$ cat config.mk
export PLATFORM = sky130hd
export DESIGN_NAME = param_seq_detector
export DESIGN_NICKNAME = d
export VERILOG_FILES = /design/src/rtl/seq_det_pkg.sv /design/src/rtl/seq_match_counter.sv /design/src/rtl/param_seq_detector.sv
export SDC_FILE = /design/constraint.sdc
export NUM_CORES = 1
export LEC_CHECK = 0
export CAP_MARGIN = 20
export CORE_ASPECT_RATIO = 1.25
export CORE_UTILIZATION = 30
export CTS_BUF_LIST = sky130_fd_sc_hd__clkbuf_4 sky130_fd_sc_hd__clkbuf_8
export DETAILED_ROUTE_END_ITERATION = 6
export PLACE_DENSITY = 0.67
export REMOVE_ABC_BUFFERS = 1
export SETUP_SLACK_MARGIN = 0.02
export SLEW_MARGIN = 30
export SYNTH_ARGS = -nofsm -noshare
export SYNTH_HDL_FRONTEND = slang
export SYNTH_SLANG_ARGS = --single-unit
$ cat constraint.sdc
create_clock -name clk -period 2.8 [get_ports clk]
set_input_delay 0.84 -clock clk [delete_from_list [all_inputs] [get_ports clk]]
set_output_delay 0.84 -clock clk [all_outputs]
set_load 0.02 [all_outputs]
$ cat src/rtl/seq_det_pkg.sv
// Shared helpers for the parametrised sequence detector: state-width math
// and the constant functions that build the KMP transition table.
package seq_det_pkg;

  localparam int MAX_PAT_LEN = 16;

  // Ceiling log2 for elaboration-time sizing.
  function automatic int clog2(input int value);
    int r;
    r = 0;
    while ((1 << r) < value) r++;
    return r;
  endfunction

  // State register width; a 1-bit minimum keeps tiny patterns legal.
  function automatic int state_w(input int len);
    int w;
    w = clog2(len);
    return (w < 1) ? 1 : w;
  endfunction

  // Bit idx of the pattern, read via a shift so the index width never matters.
  function automatic logic pat_bit(input logic [MAX_PAT_LEN-1:0] pattern, input int idx);
    logic [MAX_PAT_LEN-1:0] t;
    t = pattern >> idx;
    return t[0];
  endfunction

  // Longest proper border: a prefix shorter than len that is also a suffix.
  // Pattern bit [len-1] is the first bit on the wire.
  function automatic int border_len(input logic [MAX_PAT_LEN-1:0] pattern, input int len);
    int  best;
    logic ok;
    best = 0;
    for (int b = 1; b < len; b++) begin
      ok = 1'b1;
      for (int m = 0; m < b; m++) begin
        if (pat_bit(pattern, len - 1 - m) != pat_bit(pattern, b - 1 - m)) ok = 1'b0;
      end
      if (ok) best = b;
    end
    return best;
  endfunction

  // From state k (first k pattern bits seen) and a new bit, return the
  // longest j <= k+1 such that the history suffix equals the j-bit prefix.
  // A return value of len means the full pattern just completed.
  function automatic int kmp_next(input logic [MAX_PAT_LEN-1:0] pattern, input int len,
                                  input int state, input logic in_bit);
    int   best;
    int   hi;
    logic ok;
    logic hb;
    best = 0;
    for (int j = 1; j <= state + 1; j++) begin
      if (j <= len) begin
        ok = 1'b1;
        for (int m = 0; m < j; m++) begin
          hi = state + 1 - j + m;
          hb = (hi < state) ? pat_bit(pattern, len - 1 - hi) : in_bit;
          if (hb != pat_bit(pattern, len - 1 - m)) ok = 1'b0;
        end
        if (ok) best = j;
      end
    end
    return best;
  endfunction

endpackage

$ cat src/rtl/seq_match_counter.sv
// Saturating event counter with synchronous clear; clear beats increment.
module seq_match_counter #(
  parameter int CNT_W = 8
) (
  input  logic             clk,
  input  logic             reset,
  input  logic             clear_i,
  input  logic             inc_i,
  output logic [CNT_W-1:0] cnt_o
);

  logic [CNT_W-1:0] cnt_q;
  logic [CNT_W-1:0] cnt_d;

  // Next count: clear to zero, otherwise step until all ones and stick there.
  always_comb begin
    cnt_d = cnt_q;
    if (clear_i) begin
      cnt_d = '0;
    end else if (inc_i && (cnt_q != {CNT_W{1'b1}})) begin
      cnt_d = cnt_q + 1'b1;
    end
  end

  // Count register, asynchronously zeroed by the active-low reset.
  always_ff @(posedge clk or negedge reset) begin
    if (!reset) cnt_q <= '0;
    else        cnt_q <= cnt_d;
  end

  assign cnt_o = cnt_q;

endmodule

$ cat src/rtl/param_seq_detector.sv
// Parametrised serial pattern detector. The state is the length of the
// longest history suffix matching a proper pattern prefix; transitions come
// from a table computed at elaboration, so any pattern costs only a mux.
module param_seq_detector
  import seq_det_pkg::*;
#(
  parameter int                 PAT_LEN = 4,
  parameter logic [PAT_LEN-1:0] PATTERN = 4'b1011,
  parameter int                 OVERLAP = 1,
  parameter int                 OUT_REG = 0,
  parameter int                 CNT_W   = 8,
  localparam int                SW      = state_w(PAT_LEN)
) (
  input  logic             clk,
  input  logic             reset,
  input  logic             en,
  input  logic             in,
  input  logic             clear,
  output logic             out,
  output logic [CNT_W-1:0] match_cnt,
  output logic [SW-1:0]    pre_s,
  output logic [SW-1:0]    next_s
);

  if ((PAT_LEN < 2) || (PAT_LEN > MAX_PAT_LEN)) begin : g_bad_len
    $error("param_seq_detector: PAT_LEN must be in 2..16");
  end

  localparam int                     NSTATES    = 2 ** SW;
  localparam logic [MAX_PAT_LEN-1:0] PAT16      = MAX_PAT_LEN'(PATTERN);
  localparam int                     BORDER     = border_len(PAT16, PAT_LEN);
  // Where the machine resumes after a full match.
  localparam logic [SW-1:0]          MATCH_NEXT = (OVERLAP != 0) ? SW'(BORDER) : {SW{1'b0}};
  localparam logic [SW-1:0]          LAST_STATE = SW'(PAT_LEN - 1);
  localparam logic                   LAST_BIT   = PATTERN[0];

  logic [SW-1:0] pre_q;
  logic [SW-1:0] next_d;
  logic [SW-1:0] tbl0 [NSTATES];
  logic [SW-1:0] tbl1 [NSTATES];
  logic          match;
  logic          match_ok;

  // Transition table per input bit. A completed pattern folds straight to
  // MATCH_NEXT; encodings past PAT_LEN-1 are unreachable and map to 0.
  for (genvar gi = 0; gi < NSTATES; gi++) begin : g_tbl
    if (gi < PAT_LEN) begin : g_live
      localparam int K0 = kmp_next(PAT16, PAT_LEN, gi, 1'b0);
      localparam int K1 = kmp_next(PAT16, PAT_LEN, gi, 1'b1);
      assign tbl0[gi] = (K0 >= PAT_LEN) ? MATCH_NEXT : SW'(K0);
      assign tbl1[gi] = (K1 >= PAT_LEN) ? MATCH_NEXT : SW'(K1);
    end else begin : g_dead
      assign tbl0[gi] = '0;
      assign tbl1[gi] = '0;
    end
  end

  // Next state: clear wins, idle cycles hold, otherwise look up the table.
  always_comb begin
    next_d = pre_q;
    if (clear) begin
      next_d = '0;
    end else if (en) begin
      if (32'(pre_q) < PAT_LEN) next_d = in ? tbl1[pre_q] : tbl0[pre_q];
      else                      next_d = '0;
    end
  end

  // Present-state register; reset drops any partial history at once.
  always_ff @(posedge clk or negedge reset) begin
    if (!reset) pre_q <= '0;
    else        pre_q <= next_d;
  end

  assign match    = en & (pre_q == LAST_STATE) & (in == LAST_BIT);
  // A match under clear or reset is neither signalled nor counted.
  assign match_ok = match & ~clear & reset;

  if (OUT_REG != 0) begin : g_out_reg
    logic out_q;
    // One-cycle pulse on the cycle after the completing bit.
    always_ff @(posedge clk or negedge reset) begin
      if (!reset)     out_q <= 1'b0;
      else if (clear) out_q <= 1'b0;
      else            out_q <= match;
    end
    assign out = out_q;
  end else begin : g_out_mealy
    assign out = match_ok;
  end

  seq_match_counter #(
    .CNT_W (CNT_W)
  ) u_cnt (
    .clk     (clk),
    .reset   (reset),
    .clear_i (clear),
    .inc_i   (match_ok),
    .cnt_o   (match_cnt)
  );

  assign pre_s  = pre_q;
  assign next_s = next_d;

endmodule

==> flow_metrics.tcl, run 1 <==
# implementation run metrics
set metrics [dict create \
    design_power_total_w 0.000309 \
    wl_met2_um 662 \
    cp.depth 4 \
    drv_slew 0 \
    synth_warnings 0 \
    cts_tree "built" \
    power-top-group "registers" \
    p_sw_w 0.0000694 \
    via_per_inst 5.21 \
    status "finished clean" \
    initial_utilization 0.321 \
    grt_use_met1 0.201 \
    p_comb_frac 0.103 \
    fin_util 0.481 \
    final_cells 107 \
    clk_pin_slew_ps 70 \
    min_to "u_cnt.cnt_o[6]" \
    ys_seq_share 0.436 \
    edf_count 0 \
    slowest_delay_ps 440 \
    grt_overflow 0 \
    root_buffer "clkbuf_4" \
    yosysUniqueCellTypes 26 \
    fmax_mhz 377 \
    ys.flops 10 \
    final_area_um2 860 \
    fin_crit_ps 2650 \
    die_y_um 50.9 \
    worst-r2r-cell-count 6 \
    drive_gt1_frac 0.261 \
    clock_sinks 10 \
    layout.cells.most_common "clkdlybuf4s50_1" \
    antenna_found_initial 0 \
    h-tree-depth 1 \
    use_met2 0.245 \
    slew_headroom 0.749 \
    clock_power_share 0.421 \
    placed_area_um2 817 \
    cts_buffer_depth 2 \
    cp_max_fo 12 \
    critical_path.cell_chain "clkdlybuf4s50_1 -> buf_4 -> nor2_1 -> buf_2" \
    hpwl_um 994 \
    r2r-end "u_cnt.cnt_o[3]" \
    met3_usage 0.0391 \
    wl_met3_um 47 \
    port_buffers 17 \
    min_path_type "reg -> reg" \
    rsz0062_at_grt "false" \
    critPathKind "in -> out" \
    hold_slack_ps 548 \
    cap_violations 0 \
    tns_ps 0 \
    crit_family "buffers and inverters" \
    fillers 193 \
    worst_r2r_startpoint "u_cnt.cnt_o[0]" \
    drtAntennaViolNets 0 \
    final-hold-violation-count 0 \
    worstMarginPinSlew_ps 374 \
    ctsResizeCount 14 \
    n_antenna_cell 0 \
    gp_congestion 0.810 \
    yosys.area_share.aoi 0.168 \
    start_kind "input pin" \
    grt.total_usage 0.164 \
    ys_top_cells_by_count "10 x dfrtp_1, 9 x nor2_1, 5 x a21oi_1" \
    placementRows 17 \
    xor_area_frac 0.0305 \
    first_iter_violations 6 \
    endpoint_kind "output port" \
    flop_cell "dfrtp_1" \
    grt_pass1_wl_um 2330 \
    core_area_mm2 0.00179 \
    wl_per_cell_um 12.9 \
    ys_sh_mux 0.0349 \
    power_density_mw_per_mm2 360 \
    synth-simple-area-share 0.296 \
    fin_skew_ps 3.38 \
    grt_pass1_vias 551 \
    reg2reg_slack_ps 1080 \
    topCellsByArea "dfrtp_1 44%, nor2_1 5.9%, a21oi_1 4.4%" \
    cp-endpoint "next_s[0]" \
    final-comb-area_um2 323 \
    io_pins 18 \
    p_seq_w 0.000147 \
    cpMaxStageDelayCell "clkdlybuf4s50_1" \
    dieWidth_um 41.1 \
    vdd_drop_max_v 0.000280 \
    firstDrtPassIters 4 \
    ys_cells 60 \
    finalSetupViolations 0 \
    switching_share 0.225 \
    placedCellCount 102 \
    synth_top_cell_by_count "dfrtp_1" \
    synthesis.area_um2 574 \
    synth_area_per_cell_um2 9.57 \
    top_logic_kind "simple AND/OR/NAND/NOR gates" \
    critPathRequiredTime_ps 1960 \
    top_area_frac 0.436 \
    cts_setup_buffers 0 \
    yosysTopAreaCell "dfrtp_1" \
    place_ws_ps -456 \
    drt-total-wl_um 1380 \
    ff_latch_area_um2 250 \
    clock_power_w 0.000130 \
    worstPathArrival_ps 1810 \
    worstSkewPairLatency_ps 270 \
    area_delta_synth_final_pct 49.7 \
    grt_max_degree 13 \
    p_int_w 0.000240 \
    fin_ws_ps 147 \
    cts_hold_buf 0 \
    cp-startpoint "clear" \
    holdPathStages 1 \
    top_usage_layer "met2" \
    ys_sh_adder 0.0218 \
    vias 558 \
    fin_crit_sh 0.948 \
    p_leak_nw 0.386 \
    layout_top_cells "12 x clkdlybuf4s50_1, 10 x dfrtp_1, 9 x nor2_1, 9 x buf_4, 5 x a21oi_1" \
    power_combinational_w 0.0000318 \
    p_seq_frac 0.476 \
    yosys_area_um2 574 \
    wl_met1_um 636 \
    tool_warnings 25 \
    hp-start "u_cnt.cnt_o[6]" \
]
-- run 1: area by class of cell --
cell class | count | share of cell area
repair buffers | 25 | 0.259
flip-flops and latches | 10 | 0.291
inverters | 1 | 0.00437
clock buffers | 4 | 0.0422
well taps | 19 | 0.0277
multi-input cells | 48 | 0.376
-- run 1: cells by family (layout without fill, tap and decap cells) --
| kind of cell | after synthesis | count (layout) |
|---|---|---|
| simple gates | 30 | 30 |
| flops | 10 | 10 |
| mux | 2 | 2 |
| fa+ha+maj | 1 | 1 |
| compound gates | 13 | 13 |
| buf+inv | 2 | 30 |
| xor+xnor | 2 | 2 |
-- run 1: registers in the layout (all words and copies together) (netlist names) --
name / flops
u_cnt.cnt_o: 8
pre_s: 2
run_1/layer_met1.png
Bar = 10 um. Supply wires on this layer in grey.
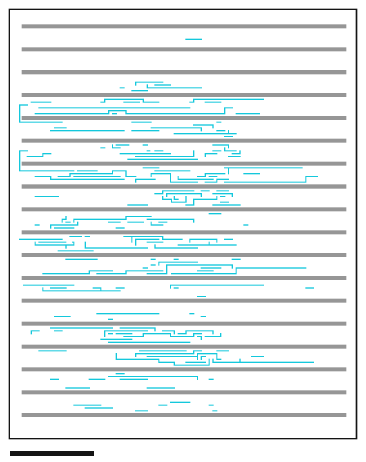
share of all routed wire: 46%
longest straight run: 17.9 um

run_1/layer_met2.png
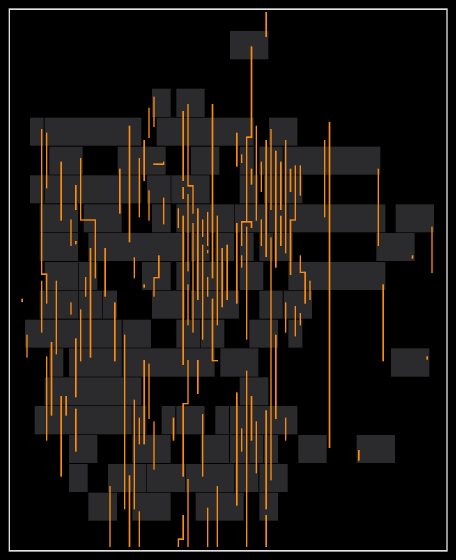
share of all routed wire: 48%
wire length on this layer: 662 um
main direction: vertical

run_1/layer_met3.png
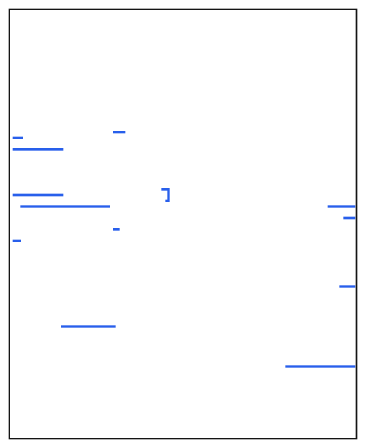
wire length on this layer: 47.1 um
longest straight run: 10.3 um
share of all routed wire: 3.4%
nets with wire on the layer: 10
main direction: horizontal

## Run 2: what changed since run 1
--- a/config.mk
+++ b/config.mk
@@ -13,7 +13,7 @@
 export PLACE_DENSITY = 0.67
 export REMOVE_ABC_BUFFERS = 1
 export SETUP_SLACK_MARGIN = 0.02
-export SLEW_MARGIN = 30
+export SLEW_MARGIN = 20
 export SYNTH_ARGS = -nofsm -noshare
 export SYNTH_HDL_FRONTEND = slang
 export SYNTH_SLANG_ARGS = --single-unit
run_2/layer_met3.png
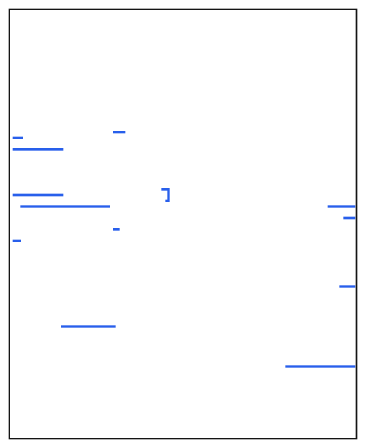
longest straight run: 10.3 um
nets with wire on the layer: 10
main direction: horizontal
share of all routed wire: 3.4%

run_2/layer_met1.png
Bar = 10 um. Supply wires on this layer in grey.
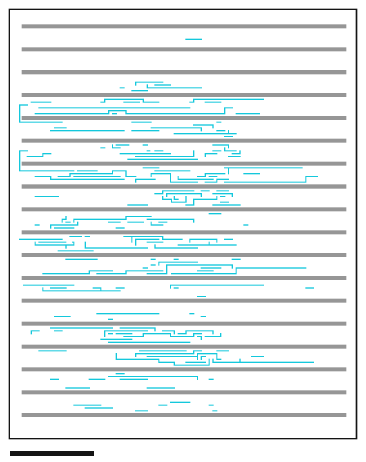
wire length on this layer: 636 um
nets with wire on the layer: 80
share of all routed wire: 46%

==> flow_metrics.tcl, run 2 <==
# implementation run metrics
set metrics [dict create \
    xor_area_frac 0.0305 \
    holdPathStages 1 \
    num-nonclk-buffers 25 \
    sh_seq_area 0.291 \
    cts_setup_buffers 0 \
    ctsResizeCount 14 \
    hp-start "u_cnt.cnt_o[6]" \
    ff_count 10 \
    grt_max_degree 13 \
    cap_violations 0 \
    grt_pass1_wl_um 2330 \
    ys.flops 10 \
    fmax_mhz 377 \
    yosys.area_share.aoi 0.168 \
    final-hold-violation-count 0 \
    drtAntennaViolNets 0 \
    final-comb-area_um2 323 \
    cp-startpoint "clear" \
    finalSetupViolations 0 \
    crit_family "buffers and inverters" \
    port_buffers 17 \
    worstPathArrival_ps 1810 \
    start_kind "input pin" \
    bufAreaShareNonClock 0.259 \
    fin_crit_ps 2650 \
    comb_share 0.376 \
    design_power_total_w 0.000309 \
    yosysTopAreaCell "dfrtp_1" \
    cts_hold_buf 0 \
    placedCellCount 102 \
    place_ws_ps -456 \
    wl_per_cell_um 12.9 \
    r2r-end "u_cnt.cnt_o[3]" \
    status "finished clean" \
    n_antenna_cell 0 \
    power_density_mw_per_mm2 360 \
    drv_slew 0 \
    fin_crit_sh 0.948 \
    fin_skew_ps 3.38 \
    inv_count 1 \
    clk_share 0.0422 \
    h-tree-depth 1 \
    area_delta_synth_final_pct 49.7 \
    ff_latch_area_um2 250 \
    ys_top_cells_by_count "10 x dfrtp_1, 9 x nor2_1, 5 x a21oi_1" \
    synthesis.area_um2 574 \
    via_per_inst 5.21 \
    die_y_um 50.9 \
    critical_path.cell_chain "clkdlybuf4s50_1 -> buf_4 -> nor2_1 -> buf_2" \
    final_area_um2 860 \
    antenna_found_initial 0 \
    fin_ws_ps 147 \
    cts_tree "built" \
    synth_area_per_cell_um2 9.57 \
    ys_sh_adder 0.0218 \
    final_cells 107 \
    layout_top_cells "12 x clkdlybuf4s50_1, 10 x dfrtp_1, 9 x nor2_1, 9 x buf_4, 5 x a21oi_1" \
    hpwl_um 994 \
    worstSkewPairLatency_ps 270 \
    largest_cell_class "logic gates" \
    synth_warnings 0 \
    firstDrtPassIters 4 \
    logic_gates 48 \
    worst_r2r_startpoint "u_cnt.cnt_o[0]" \
    slew_headroom 0.749 \
    largest_reg_flops 8 \
    slowest_delay_ps 440 \
    worst-r2r-cell-count 6 \
    initial_utilization 0.321 \
    n_clock_buffer 4 \
]
==> run 2: report_power, final <==
group	internal [W]	leakage (nW)	switching, W
Sequential	0.000146	0.139	0.00000164
Clock	0.0000791	0.0210	0.0000510
Combinational	0.0000150	0.226	0.0000168
==> run 2: layer usage <==
layer / track usage / share of wire / vias up
met2: 0.245 / 0.48 / 13
met3: 0.0391 / 0.034 / 5
li1: - / - / 279
met1: 0.201 / 0.46 / 261
met4: 0.102 / 0.023 / 0
met5: 0 / 0 / -
==> run 2: worst max-delay path by stage <==
| stage | end | cells after the start |
|---|---|---|
| 2_1_floorplan | out | 2 |
| 3_3_place_gp | out | 4 |
| 3_5_place_dp | out | 4 |
| 4_1_cts | next_s[1] | 6 |
| 5_1_grt | next_s[0] | 4 |
| 6_report | next_s[0] | 4 |
Power is estimated from default activity; no workload was simulated.
